==> config.mk <==
export PLATFORM = sky130hd
export DESIGN_NAME = fft_bitrev_stream_flat
export DESIGN_NICKNAME = d
export VERILOG_FILES = /design/src/rtl/fft_bitrev_stream_if.sv /design/src/rtl/fft_bitrev_stream.sv /design/src/flat_wrapper.sv
export SDC_FILE = /design/constraint.sdc
export NUM_CORES = 1
export LEC_CHECK = 0
export CAP_MARGIN = 30
export CELL_PAD_IN_SITES_DETAIL_PLACEMENT = 0
export CELL_PAD_IN_SITES_GLOBAL_PLACEMENT = 1
export CORE_MARGIN = 3
export CORE_UTILIZATION = 55
export CTS_BUF_LIST = sky130_fd_sc_hd__clkbuf_16
export CTS_CLUSTER_SIZE = 12
export DETAILED_ROUTE_END_ITERATION = 10
export HOLD_SLACK_MARGIN = 0.15
export PLACE_DENSITY_LB_ADDON = 0.12
export SLEW_MARGIN = 20
export SYNTH_ARGS = -nofsm -noshare
export SYNTH_HDL_FRONTEND = slang
export SYNTH_SLANG_ARGS = --single-unit
==> constraint.sdc <==
create_clock -name clk -period 6.59 [get_ports clk]
set_input_delay 1.977 -clock clk [delete_from_list [all_inputs] [get_ports clk]]
set_output_delay 1.977 -clock clk [all_outputs]
set_load 0.005 [all_outputs]
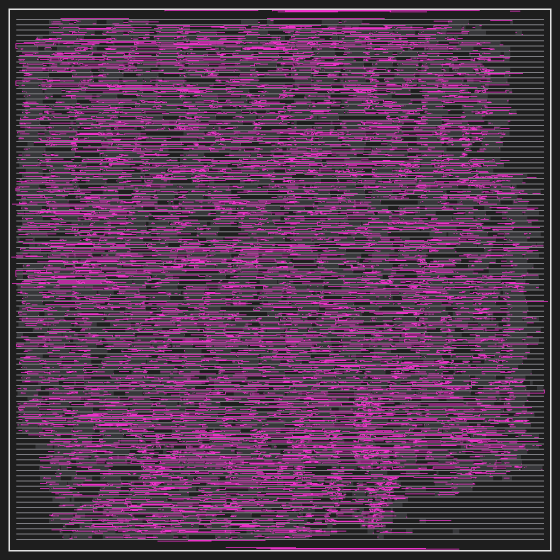
Figure 1: run 1, signal wires on met1.
Supply wires on this layer in grey. Cells faint in the background.
- share of all routed wire: 42%
- main direction: horizontal
- wire length on this layer: 38.9 mm
vias: 19,820
Total Wirelength: 92.20 mm

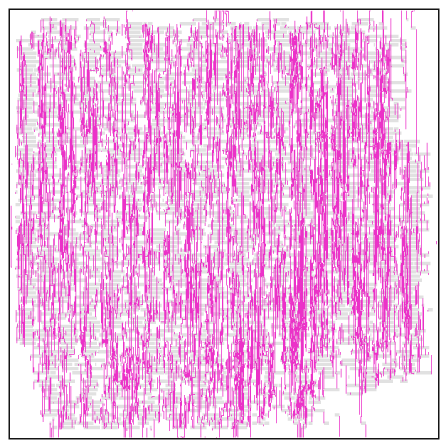
Figure 2: run 1, the metal 2 layer.
Cells faint in the background.
- longest straight run: 130 um
- nets with wire on the layer: 1,915
- main direction: vertical
- wire length on this layer: 46.5 mm
- share of all routed wire: 50%
met2 Resource Use GR: 40.15%

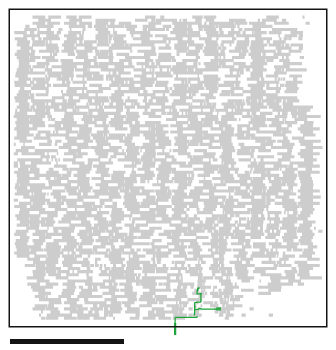
Figure 3: run 1, wires at chosen ports, followed through buffers.
Scale bar: 100 um.
- green: bus_out_valid (bits 1; direction output; edge bottom; end cells 1; buffers 1; wire 86.3 um)
input/output buffers: 73
Top Ports: 74

==> flow_summary.yaml, run 1 <==
# implementation run metrics
routing:
  drc: 0
  viasPerCell: 6.234
  ant_nets: 0
  first_iter_violations: 1898
  firstDrtPassIters: 5
  wl_per_cell_um: 28.99
hold_path:
  hp-class: "flip-flop to flip-flop"
  hold_depth: 1
yosys:
  yosys_cells: 1995
  top_cell_area_share_pct: 76.22
  synth_area_leader_cell: "edfxtp_1"
  synthArstFlopShare_pct: 0
  edf_count: 1024
  top_cells_by_count: "1,024 x edfxtp_1, 232 x mux2i_1, 134 x mux4_2, 86 x nand2_1, 72 x a22oi_1"
  syn_area_per_cell_sq_um: 20.22
  area_leaders: "edfxtp_1 76%, mux4_2 7.5%, mux2i_1 5.8%"
  netlist_instances: 1995
  ff_type: "edfxtp_1"
  yosys_area_sq_um: 40340
  synth_dominant_cell_count: "edfxtp_1"
  synth_cell_types: 41
  ys_seq_share_pct: 76.91
  synth_flops: 1038
  syn_area_sq_um: 40340
  syn_nets: 2038
  synth_warnings: 0
timing:
  final.setup.tns_ns: 0
  period_needed_ns: 5.733
  hold_viol: 0
  slew-limit-headroom_pct: 37.97
  period_used_pct: 87.00
  final-setup-viol-count: 0
  rsz0062_at_grt: "false"
  worst_slew_pin_slew_ns: 0.9282
  setup_ws_ns: 0.8569
  slew_violations: 0
clock_network:
  cts-buffers-inserted: 105
  holdBufCountCts: 0
  clockBufferDepth: 3
  cts_resized: 0
  cts_tree: "yes"
  postCtsSetupBuffers: 0
  clock-sinks: 1038
  clk_latency_ns: 0.66
  cts.clk_slew.worst_paths_ns: 0.06
  cts_max_level: 3
  clock-root-buffer: "clkbuf_16"
critical_path:
  worstSetupPathType: "flip-flop to output pin"
  crit_required_ns: 4.61
  endpoint_kind: "output pin"
  worstSetupStartpointType: "flip-flop"
  reg2reg_slack_ns: 3.08
  cp.arrival_ns: 3.76
  crit_fanout: 38
  r2r_cells: 5
power_and_ir_drop:
  p_clk_share_pct: 41.5
  combPwrFrac_pct: 1.6
  powerDensity_nw_per_um2: 279.0
  leakage_uw: 0.01374
  p_int_uw: 10290
  switchingPower_uw: 2495
  ir_drop_v: 0.0002449
  switching_share_pct: 19.52
global_routing:
  grt_max_degree: 62
  overflow: 0
  grt_pass1_wl_mm: 136.7
  track_usage_pct: 24.20
  antenna_found_initial: 5
  grt_pass1_vias: 20160
floorplan:
  die.size.y_um: 276.8
  row_count: 98
  die_w_um: 276.8
  initCoreUtil_pct: 55.96
  die_area_sq_um: 76640
placement:
  place_ws_ns: 1.094
  gp_congestion: 0.7829
  place_inst: 2998
  hpwlAfterDp_mm: 54.72
cells_and_area:
  post-route-util_pct: 63.52
  instances_no_fill: 3180
  areaGrowthSynthToFinish_pct: 13.52
  nets: 2205
  layout-drive-gt1-share_pct: 20.83
  largest_reg_flops: 1024
status:
  status: "finished clean"
flow_run:
  cap_viol_max_count: 0
  openroad.warnings: 31
run 1: cell type report:
type,instances,area [sq um]
diodes,2,5.005
clock buffers,106,2653
clock inverters,67,381.6
fillers,4874,26300
inverters,6,22.52
multi-input cells,844,8874
flip-flops and latches,1038,31040
well taps,950,1189
repair buffers,167,1635
run 1: routing by layer:
metal | vias to the layer above | wire length [um] | GRT usage (%)
met4 | 4 | 1997 | 6.290
met3 | 134 | 4833 | 3.406
met1 | 10530 | 38890 | 34.32
li1 | 8538 | - | -
met5 | - | 20 | 0
met2 | 617 | 46460 | 40.15
run 1: power groups by stage:
stage | sequential [uW] | clock, uW | combinational (uW)
floorplan | 7410 | 0 | 34.5
global placement | 7410 | 0 | 187
detailed placement | 7410 | 0 | 206
CTS | 7270 | 5400 | 206
global route | 7270 | 5660 | 221
finish | 7270 | 5310 | 204
run 1: cells by family (layout without fill, tap and decap cells):
family                     Yosys count  count (layout)  share of synthesized area [%]
buffers and inverters              113             346                          1.765
muxes                              434             434                          15.54
adders and majority gates            6               6                         0.1861
AOI/OAI and AO/OA                  140             140                          2.462
DFF                               1038            1038                          76.91
other                                0               2                              0
xor gates and xnor gates             5               5                         0.1086
and+or+nand+nor                    259             259                          3.024
run 1: worst max-delay path: stages (launching register included):
cell             delay [ns]
dfxtp_4                0.68
buf_4                  0.59
mux4_2                 0.42
mux2_2                 0.29
nand2_1                0.18
nand4_1                0.33
clkdlybuf4s50_1        0.56
run 1: layout by cell type (no fill, tap or decap), drive strengths merged, types with 57 or more instances in the layout:
cell and n:
clkbuf 106, edfxtp 1024, mux4 145, nand2 86
nand3 57, mux2 57, a22oi 72, clkdlybuf4s50 58
buf 109, mux2i 232
run 1: stage by stage:
stage / total power [uW] / hold WS (ns) / cell area, sq um
after CTS: 12880 / 0.5349 / 45740
after global placement: 7601 / 0.5156 / 42530
after global routing: 13150 / 0.5738 / 45800
final: 12780 / 0.5350 / 45800
after detailed placement: 7618 / 0.5261 / 42710
after floorplan: 7446 / 0.4891 / 40340
==> run 2, diff against run 1 <==
CTS_BUF_LIST = unset   (was sky130_fd_sc_hd__clkbuf_16)
HOLD_SLACK_MARGIN = 0.1   (was 0.15)
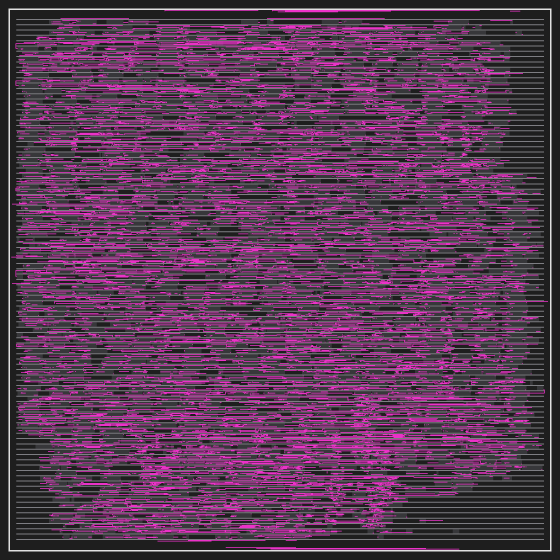
Figure 4: run 2, signal wires on met1.
Supply wires on this layer in grey. Cells faint in the background.
- nets with wire on the layer: 2,123
- share of all routed wire: 42%
- longest straight run: 117 um
GR met1 Demand/Resource: 34.32%
Total Wirelength: 92.16 mm

==> run 2 against run 1 <==
  * Hold slack got worse by 0.00064 ns
  * Largest cell class unchanged
  * Clock skew barely moved
  * Critical path type unchanged
  * Largest power group unchanged
  * Flip-flop count did not move
==> flow_summary.yaml, run 2 <==
# implementation run metrics
clock_network:
  cts_max_level: 3
  cts_resized: 0
  cts-buffers-inserted: 105
  clock-sinks: 1038
  clockBufferDepth: 3
  clock-root-buffer: "clkbuf_16"
power_and_ir_drop:
  leakage_uw: 0.01362
  ir_drop_v: 0.0002451
yosys:
  top_cells_by_count: "1,024 x edfxtp_1, 232 x mux2i_1, 134 x mux4_2, 86 x nand2_1, 72 x a22oi_1"
  syn_area_sq_um: 40340
  area_leaders: "edfxtp_1 76%, mux4_2 7.5%, mux2i_1 5.8%"
  syn_area_per_cell_sq_um: 20.22
  synth_warnings: 0
  ys_seq_share_pct: 76.91
  netlist_instances: 1995
flow_run:
  openroad.warnings: 31
  cap_viol_max_count: 0
floorplan:
  die_area_sq_um: 76640
  die.size.y_um: 276.8
global_routing:
  antenna_found_initial: 5
placement:
  gp_congestion: 0.7829
  place_inst: 2998
  hpwlAfterDp_mm: 54.72
status:
  status: "finished clean"
routing:
  viasPerCell: 6.219
  first_iter_violations: 1951
  vias: 19780
  wl_per_cell_um: 28.98
critical_path:
  worstSetupPathType: "flip-flop to output pin"
  crit_fanout: 33
timing:
  final-setup-viol-count: 0
  rsz0062_at_grt: "false"
  worst_slew_pin_slew_ns: 0.9253
cells_and_area:
  post-route-util_pct: 63.52
  final_cell_mix: "1,024 x edfxtp_1, 232 x mux2i_1, 134 x mux4_2"
  areaGrowthSynthToFinish_pct: 13.52
[run 2: area by class of cell]
class	instances	area [sq um]
inverter	6	22.52
fill	4874	26300
clock inverter	38	272.8
multi-input combinational	844	8874
tap	950	1189
antenna	2	5.005
timing repair buffer	167	1635
sequential	1038	31040
clock buffer	135	2761
[run 2: per-layer routing]
layer / GRT usage, % / routed length [um] / vias up
li1: - / - / 8539
met1: 34.32 / 39060 / 10510
met2: 40.15 / 46400 / 581
met3: 3.406 / 4643 / 137
met4: 6.290 / 2039 / 4
met5: 0 / 20 / -
[run 2: critical path, stage by stage (launching register included)]
cell and delay [ns]:
dfxtp_4 0.78, nand3_1 0.68, o22ai_1 0.53, nor3_1 0.11, a221oi_1 0.40, clkdlybuf4s50_1 0.61
[run 2: power breakdown]
| part | leakage [uW] | internal [uW] | switching [uW] |
|---|---|---|---|
| logic | 0.00282 | 59.4 | 144 |
| clock network | 0.00147 | 3010 | 2340 |
| registers | 0.00933 | 7270 | 4.18 |
[run 2: cells by family (layout without fill, tap and decap cells)]
| group | Yosys count | count (layout) | synth area share, % |
|---|---|---|---|
| AOI/OAI and AO/OA | 140 | 140 | 2.462 |
| other | 0 | 2 | 0 |
| adders and majority gates | 6 | 6 | 0.1861 |
| muxes | 434 | 434 | 15.54 |
| DFF | 1038 | 1038 | 76.91 |
| and+or+nand+nor | 259 | 259 | 3.024 |
| xor gates and xnor gates | 5 | 5 | 0.1086 |
| buffers and inverters | 113 | 346 | 1.765 |
[run 2: per-stage QoR]
step	total power (uW)	area, sq um
2_1_floorplan	7446	40340
5_1_grt	13190	45800
3_3_place_gp	7601	42530
6_report	12820	45800
4_1_cts	12920	45740
3_5_place_dp	7618	42710
Power is estimated from default activity; no workload was simulated.
